--- src/rtl/button_encoder_pkg.sv ---
// Shared encodings for the button encoder: FSM states and colour codes.
package button_encoder_pkg;

  typedef enum logic [1:0] {
    ENC_IDLE_S    = 2'd0,
    ENC_PRESS_S   = 2'd1,
    ENC_RELEASE_S = 2'd2
  } enc_state_e;

  localparam logic [1:0] COLOR_0 = 2'd0;
  localparam logic [1:0] COLOR_1 = 2'd1;
  localparam logic [1:0] COLOR_2 = 2'd2;
  localparam logic [1:0] COLOR_3 = 2'd3;

  // Only called with a one-hot argument; anything else maps to COLOR_0.
  function automatic logic [1:0] btn_code(input logic [3:0] v);
    logic [1:0] c;
    case (v)
      4'b0010: c = COLOR_1;
      4'b0100: c = COLOR_2;
      4'b1000: c = COLOR_3;
      default: c = COLOR_0;
    endcase
    return c;
  endfunction

  function automatic logic btn_multi(input logic [3:0] v);
    return (v & (v - 4'd1)) != 4'd0;
  endfunction

endpackage

--- src/rtl/button_encoder_debounce.sv ---
// Single-bit debouncer: a new synced level must persist DB_CYCLES cycles
// before it is accepted onto Q.
module button_encoder_debounce #(
  parameter int DB_CYCLES = 4
) (
  input  logic CLK,
  input  logic RST_N,
  input  logic D_SYNC,
  output logic Q
);

  localparam int DB_W = $clog2(DB_CYCLES + 1);
  localparam logic [DB_W-1:0] CNT_LAST = DB_W'(DB_CYCLES - 1);

  logic [DB_W-1:0] cnt_q, cnt_d;
  logic            stable_q, stable_d;

  always_comb begin
    cnt_d    = cnt_q;
    stable_d = stable_q;
    if (D_SYNC == stable_q) begin
      cnt_d = '0;
    end else if (cnt_q == CNT_LAST) begin
      stable_d = D_SYNC;
      cnt_d    = '0;
    end else begin
      cnt_d = cnt_q + DB_W'(1);
    end
  end

  always_ff @(posedge CLK) begin
    if (!RST_N) begin
      cnt_q    <= '0;
      stable_q <= 1'b0;
    end else begin
      cnt_q    <= cnt_d;
      stable_q <= stable_d;
    end
  end

  assign Q = stable_q;

endmodule

--- src/rtl/button_encoder.sv ---
// Player input front end: synchronize, debounce and encode four colour buttons
// plus a start button for the game controller.
module button_encoder
  import button_encoder_pkg::*;
#(
  parameter int DB_CYCLES = 4
) (
  input  logic       CLK,
  input  logic       RST_N,
  input  logic [3:0] BTN,
  input  logic       START_BTN,
  output logic [1:0] IN,
  output logic       IN_VALID,
  output logic       START_GAME,
  output logic       MULTI_ERR
);

  logic [4:0] raw, sync1_q, sync2_q, db;

  assign raw = {START_BTN, BTN};

  always_ff @(posedge CLK) begin
    if (!RST_N) begin
      sync1_q <= '0;
      sync2_q <= '0;
    end else begin
      sync1_q <= raw;
      sync2_q <= sync1_q;
    end
  end

  for (genvar i = 0; i < 5; i++) begin : g_db
    button_encoder_debounce #(.DB_CYCLES(DB_CYCLES)) u_db (
      .CLK    (CLK),
      .RST_N  (RST_N),
      .D_SYNC (sync2_q[i]),
      .Q      (db[i])
    );
  end

  enc_state_e state_q, state_d;
  logic [1:0] in_q, in_d;
  logic       in_valid_q, in_valid_d;
  logic       multi_err_d, multi_err_q;
  logic       start_q;

  always_comb begin
    state_d     = state_q;
    in_d        = in_q;
    in_valid_d  = in_valid_q;
    multi_err_d = 1'b0;
    case (state_q)
      ENC_IDLE_S: begin
        if (db[3:0] != 4'd0) begin
          if (btn_multi(db[3:0])) begin
            multi_err_d = 1'b1;
            in_valid_d  = 1'b0;
            state_d     = ENC_RELEASE_S;
          end else begin
            in_d       = btn_code(db[3:0]);
            in_valid_d = 1'b1;
            state_d    = ENC_PRESS_S;
          end
        end
      end
      ENC_PRESS_S: begin
        // Extra buttons are ignored; only the latched one ends the press.
        if (!db[in_q]) begin
          in_valid_d = 1'b0;
          state_d    = ENC_RELEASE_S;
        end else begin
          in_valid_d = 1'b1;
        end
      end
      ENC_RELEASE_S: begin
        in_valid_d = 1'b0;
        if (db[3:0] == 4'd0) state_d = ENC_IDLE_S;
      end
      default: begin
        in_valid_d = 1'b0;
        state_d    = ENC_IDLE_S;
      end
    endcase
  end

  always_ff @(posedge CLK) begin
    if (!RST_N) begin
      state_q     <= ENC_IDLE_S;
      in_q        <= COLOR_0;
      in_valid_q  <= 1'b0;
      multi_err_q <= 1'b0;
      start_q     <= 1'b0;
    end else begin
      state_q     <= state_d;
      in_q        <= in_d;
      in_valid_q  <= in_valid_d;
      multi_err_q <= multi_err_d;
      start_q     <= db[4];
    end
  end

  assign IN         = in_q;
  assign IN_VALID   = in_valid_q;
  assign START_GAME = start_q;
  assign MULTI_ERR  = multi_err_q;

endmodule
--- config.mk ---
export PLATFORM = sky130hd
export DESIGN_NAME = button_encoder
export DESIGN_NICKNAME = d
export VERILOG_FILES = /design/src/rtl/button_encoder_pkg.sv /design/src/rtl/button_encoder_debounce.sv /design/src/rtl/button_encoder.sv
export SDC_FILE = /design/constraint.sdc
export NUM_CORES = 1
export LEC_CHECK = 0
export CAP_MARGIN = 30
export CORE_MARGIN = 2
export CORE_UTILIZATION = 62
export CTS_BUF_LIST = sky130_fd_sc_hd__clkbuf_8
export CTS_CLUSTER_SIZE = 14
export DETAILED_ROUTE_END_ITERATION = 6
export HOLD_SLACK_MARGIN = 0.12
export PLACE_DENSITY = 0.84
export SETUP_SLACK_MARGIN = 0.5
export SYNTH_ARGS = -nofsm -noshare
export SYNTH_HDL_FRONTEND = slang
export SYNTH_SLANG_ARGS = --single-unit
--- constraint.sdc ---
create_clock -name CLK -period 3.3 [get_ports CLK]
set_clock_uncertainty 0.15 [all_clocks]
set_input_delay 0.66 -clock CLK [delete_from_list [all_inputs] [get_ports CLK]]
set_output_delay 0.66 -clock CLK [all_outputs]
set_load 0.02 [all_outputs]
==> results.ini <==
[finish]
n_all_buffers = 12
logic_gates = 88
design.seq.count = 37
seqCellArea_um2 = 740.7
layout-drive-gt1-share_pct = 7.742
final-clk-cell-share_pct = 7.018
logic_area_um2 = 660.6
seq_share_pct = 43.27

[floorplanning]
die-area_mm2 = 0.002805
die_w_um = 52.97
fp.dieH_um = 52.97

[yosys]
syn-instance-count = 143
ff_type = dfxtp_1
area_leaders = dfxtp_1, ha_1, and2_1
ys_seq_share_pct = 49.83
yosys.area.top_type_share_pct = 49.83
yosys_register_bits = 37
netlist_area_mm2 = 0.001486
avgSynthCellArea_um2 = 10.39
synth-edff-count = 0

[worst_setup_path]
cp-start-kind = flop
arrival_ns = 1.28
cp_max_fo = 3

[clock_network]
clock_path_buffers = 2
postCtsHoldBufs = 0
postCtsSetupRepairBufs = 0
h-tree-depth = 2
cts_buffers = 5
cts_resized = 0

[routing]
ant_nets = 0
viasPerCell = 5.175
drt-total-wl_mm = 2.176

[final_timing]
finalHoldWorstSlack_ns = 0.2733
worst_pin_slew_ns = 0.5435
finalCritPeriodShare_pct = 63.32
slew_viol_final = 0

[pwr]
p_int_mw = 0.7135
p_leak_nw = 0.6941
power.group.top = registers
p_clk_mw = 0.398
switching_share_pct = 18.84
switchingPower_mw = 0.1657

[place]
numPortBuffers = 11

[outcome]
status = finished, final reports clean

## registers in the layout, indices dropped and copies added, names as in the netlist
signal,cells
sync2_q,5
IN,2
g_db.u_db.cnt_q,15
MULTI_ERR,1
g_db.u_db.Q,5
START_GAME,1
sync1_q,5
state_q,2
IN_VALID,1
## layer usage
metal | share of wire [%] | vias up
li1 | - | 498
met1 | 45 | 429
met2 | 49 | 15
met3 | 4.0 | 5
met4 | 2.0 | 0
met5 | 0 | -
## cells by family (layout without fill, tap and decap cells)
kind of cell             count (synthesis)  after routing  share of synthesized area [%]
buffers and inverters                   18             30                          5.724
XOR/XNOR                                 9              9                          5.303
adder cells (fa/ha/maj)                 11             11                          9.091
AND-OR/OR-AND                           12             12                          5.809
multiplexers                             6              6                          4.882
flip-flops                              37             37                          49.83
AND/OR/NAND/NOR                         50             50                          19.36
Fig. 1: register map, names as in the netlist
Drawn at 10 px/µm.
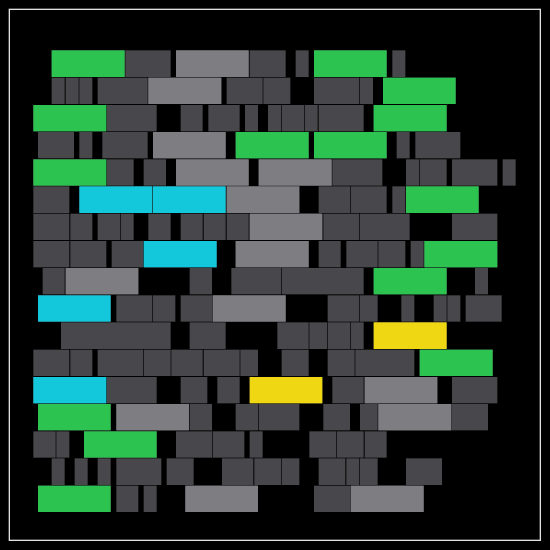
color	name in the netlist	sequential cells
yellow	IN	2
green	g_db.u_db.cnt_q	15
cyan	sync1_q	5

Fig. 2: congestion heat map
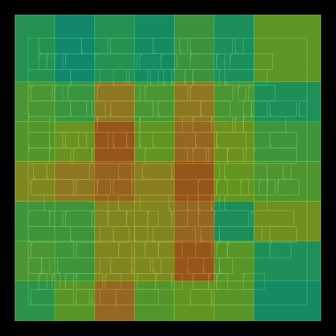
Core Util, Final: 76.64%
grt met1 use: 22.30%
GRT met2 Usage: 30.00%
GRT Util Overall: 18.97%

